==> config.mk <==
export PLATFORM = sky130hd
export DESIGN_NAME = flash_test_seq_gen
export DESIGN_NICKNAME = d
export VERILOG_FILES = /design/src/rtl/flash_pkg.sv /design/src/rtl/flash_pattern_gen.sv /design/src/rtl/flash_test_seq_gen.sv
export SDC_FILE = /design/constraint.sdc
export NUM_CORES = 1
export LEC_CHECK = 0
export CAP_MARGIN = 10
export CORE_UTILIZATION = 37
export CTS_CLUSTER_DIAMETER = 150
export DETAILED_ROUTE_END_ITERATION = 10
export SYNTH_ARGS = -nofsm -noshare
export SYNTH_HDL_FRONTEND = slang
export SYNTH_SLANG_ARGS = --single-unit
==> constraint.sdc <==
create_clock -name i_clk -period 6.5 [get_ports i_clk]
set_input_delay 1.625 -clock i_clk [delete_from_list [all_inputs] [get_ports i_clk]]
set_output_delay 1.625 -clock i_clk [all_outputs]
set_load 0.01 [all_outputs]
Figure 1. Power grid (run 1).
Scale bar: 50 um. Pins as bars on the die edge.
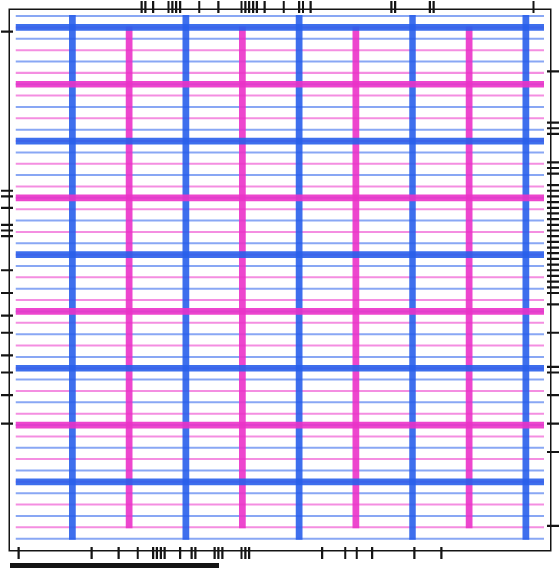
colour	net
magenta	VDD
blue	VSS
signal pins	97
met5 straps	9
Die Ht: 129 um
maximum VDD drop: 0.000145 V
total core area: 15800 um2
die width: 129 um

Figure 2. Placed cells, one colour a class (run 1).
Scale bar: 50 um.
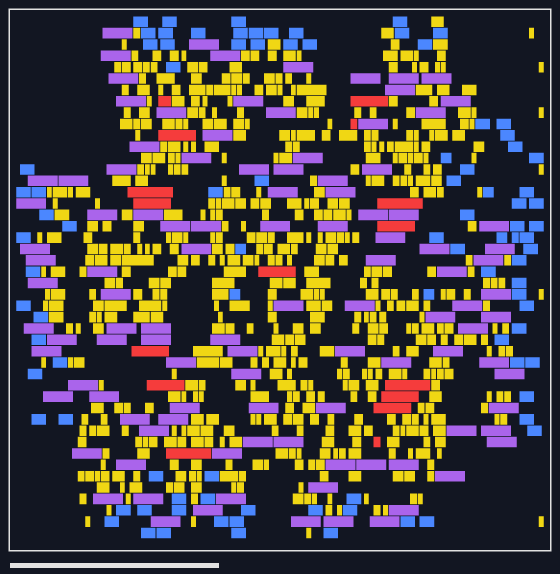
colour	class	cells	share of their area
red	clock drivers and dummy loads	16	5.2%
yellow	all other logic	564	51%
blue	other buffers and delay cells	93	13%
purple	flip-flops	107	31%
Seq/total area: 0.297
row count: 46
fin util: 0.456
cell area after layout: 7220 um2

Figure 3. Clock wires, drivers and flops (run 1).
Scale bar: 50 um.
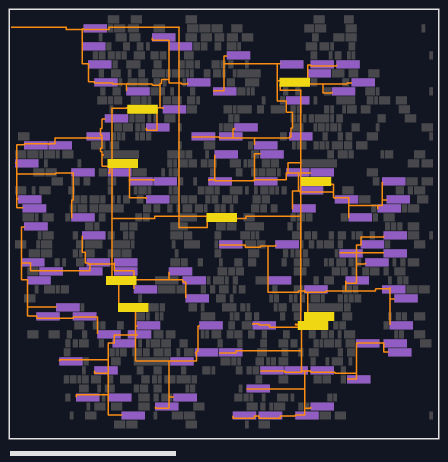
[yellow] cells driving clock nets | count: 9
[purple] flip-flops | count: 107
[orange] clock wires | length: 1420 um
routed clock nets	10
flops lie	spread over the die
Clock Power: 669 uW
Clock Latency Late Sink: 0.35 ns

==> flow_summary.yaml <==
# implementation run metrics
sta:
  fin_skew_ns: 0.00687
  post-route-period-util: 0.853
  setup_viol: 0
  rsz0062_at_grt: "no"
  timing.fmax_ghz: 0.180
  fin_crit_ns: 5.54
  setup_tns_ns: 0
  worst-slew-pin-transition_ns: 1.06
  hold_viol_final: 0
  drv_slew: 0
  timing.slew.headroom: 0.292
synthesis:
  ys.flop_type: "dfxtp_1"
  edf_count: 0
  synth_cell_types: 77
  ys_cells: 734
  ys_area_um2: 6000
  async_reset_ff_frac: 0
  ys_warn_count: 0
  ys_seq_share: 0.357
  synthCells: 734
  synth_area_um2: 6000
  ys_ff: 107
  synth.avg_cell_area_um2: 8.17
setup_path:
  worst-path-buf-inv: 3
  r2r_setup_slack_ns: 2.05
  cp.required_ns: 6.77
  path_cells: "clkdlybuf4s50_1 -> inv_1 -> o41ai_2 -> mux2i_1 -> a31oi_1 -> ha_1 -> and2_1 -> ha_1 -> inv_1 -> fa_1 -> nand3b_1 -> or4_4 -> or2_1 -> a21o_1 -> a21oi_1"
  crit_arrival_ns: 5.81
  crit_type: "in -> reg"
  crit_path_end_kind: "register"
  worst_setup_path_start_kind: "input port"
  cpPeakStageDelay_ns: 0.59
  crit_family: "simple AND/OR/NAND/NOR gates"
  slowest_stage: "clkdlybuf4s50_1"
  rr_worst_depth: 14
  cp_max_fo: 11
  cp_num_cells: 15
finish:
  lay_top_cells: "dfxtp_1, clkdlybuf4s50_1, nor2_1, a21oi_1, nand2_1"
  fill_cells: 1558
  drive_above_1_share: 0.0590
  antenna_cells: 0
  area_growth_pct: 20.4
  fin_cells: 996
  largest_reg_flops: 17
  nets: 800
  layout_top_cell: "dfxtp_1"
route:
  drc: 0
  wl_per_cell_um: 16.3
  first_iter_violations: 417
  viasPerCell: 5.72
  vias: 5700
  drt_pass1_iterations: 4
  drt-total-wl_um: 16300
  antenna_left: 0
place:
  port_buffers: 87
  finalWeightedCongestion: 0.826
  dp_cells: 980
  placed_area_um2: 6860
  dpl.hpwl_um: 11200
global_routing:
  gr-total-overflow: 0
  antenna_found_initial: 0
  grt_pass1_vias: 5190
  track_usage: 0.198
  grt_max_degree: 74
  grt_pass1_wl_um: 26200
job:
  cap_violations: 0
  warnings: 29
run_status:
  status: "finished, final reports clean"
clock_network:
  clock-sinks: 107
  cts_buffer_depth: 2
  cts-root-buf: "clkbuf_16"
  cts_tree: "built"
  post_cts.repair.setup_buffers: 0
  cts-resized-gates: 0
  cts.htree.levels: 3
  clk_pin_slew_ns: 0.08
  hold_buffers: 0
  cts_buffers: 9
floorplan:
  ioPinCount: 97
  die_area_um2: 16700
  fp-utilization: 0.379
min_path:
  whs_path_depth: 2
  hp-class: "reg -> reg"
power_and_ir_drop:
  p_leak_uw: 0.00236
  p_per_area_nw_per_um2: 215
==> run 1: cell families after synthesis <==
group / after synthesis / share of synthesized area
compound gates: 235 / 0.266
xor+xnor: 13 / 0.0190
fa+ha+maj: 10 / 0.0221
buf+inv: 91 / 0.0722
flops: 107 / 0.357
mux: 11 / 0.0186
other cells: 1 / 0.000625
simple gates: 266 / 0.244
==> run 1: power breakdown <==
| group | switching [uW] | internal [uW] |
|---|---|---|
| Sequential | 18.7 | 675 |
| Combinational | 112 | 76.4 |
| Clock | 253 | 416 |
| Total | 384 | 1170 |
==> run 1: worst reg2reg max path, stage by stage (launching register included) <==
cell and delay, ns:
dfxtp_1 0.35, or4_4 0.58, o41ai_2 0.47, mux2i_1 0.26, a31oi_1 0.11, ha_1 0.28
and2_1 0.12, ha_1 0.16, inv_1 0.05, fa_1 0.40, nand3b_1 0.29, or4_4 0.57
or2_1 0.40, a21o_1 0.22, a21oi_1 0.11
==> run 1: area by class of cell <==
type                            count  area (um2)  share of cell area
Multi-Input combinational cell    543        3450               0.478
Sequential cell                   107        2140               0.297
Timing Repair Buffer               93         911               0.126
Tap cell                          216         270              0.0374
Clock buffer                        9         225              0.0312
Clock inverter                      7         139              0.0192
Inverter                           21        78.8              0.0109
==> run 1: through the flow <==
stage	total power (uW)	worst slack [ns]	hold slack [ns]	util
after detailed placement	897	0.633	0.444	0.433
final	1550	0.958	0.451	0.456
after CTS	1570	0.970	0.454	0.456
after global placement	895	0.684	0.441	0.433
after global routing	1610	0.640	0.481	0.456
after floorplan	823	1.36	0.432	-
==> run 1: Yosys cell counts (all sizes together), types with 3 or more instances <==
cell     count  area share
a21o         4      0.0050
dfxtp      107        0.36
xor2         6      0.0088
a211oi      15       0.019
nor2        64       0.043
a21boi       3      0.0038
and3        16       0.017
clkbuf      35       0.022
or3         11       0.012
nor4        12       0.015
nor2b        6      0.0063
o21a        12       0.015
and2         9      0.0094
o2111ai      3      0.0044
a31oi       25       0.026
nor3        15       0.013
ha           9       0.019
nand3b       5      0.0063
mux2i       10       0.017
buf         35       0.037
a22oi        4      0.0050
nand4        8      0.0094
o31ai        7      0.0088
o211ai       6      0.0075
and4         7       0.010
or4          6      0.0094
a21oi       58       0.048
xnor2        7       0.010
inv         21       0.013
nor4b        6       0.011
o32ai       13       0.020
o21ai       42       0.036
nand3       27       0.023
nor4bb       3      0.0050
nand2       58       0.037
a41oi        7       0.010
a311oi      16       0.025
==> run 1: layer usage <==
layer  vias up  share of wire  global-route usage  wire length, um
li1       2802              -                   -                -
met2       135           0.47               0.323             7660
met5         -              0                   0                0
met3        12          0.042              0.0256              683
met4         0          0.014              0.0692              222
met1      2751           0.47               0.267             7690
Power and IR drop assume default switching activity.
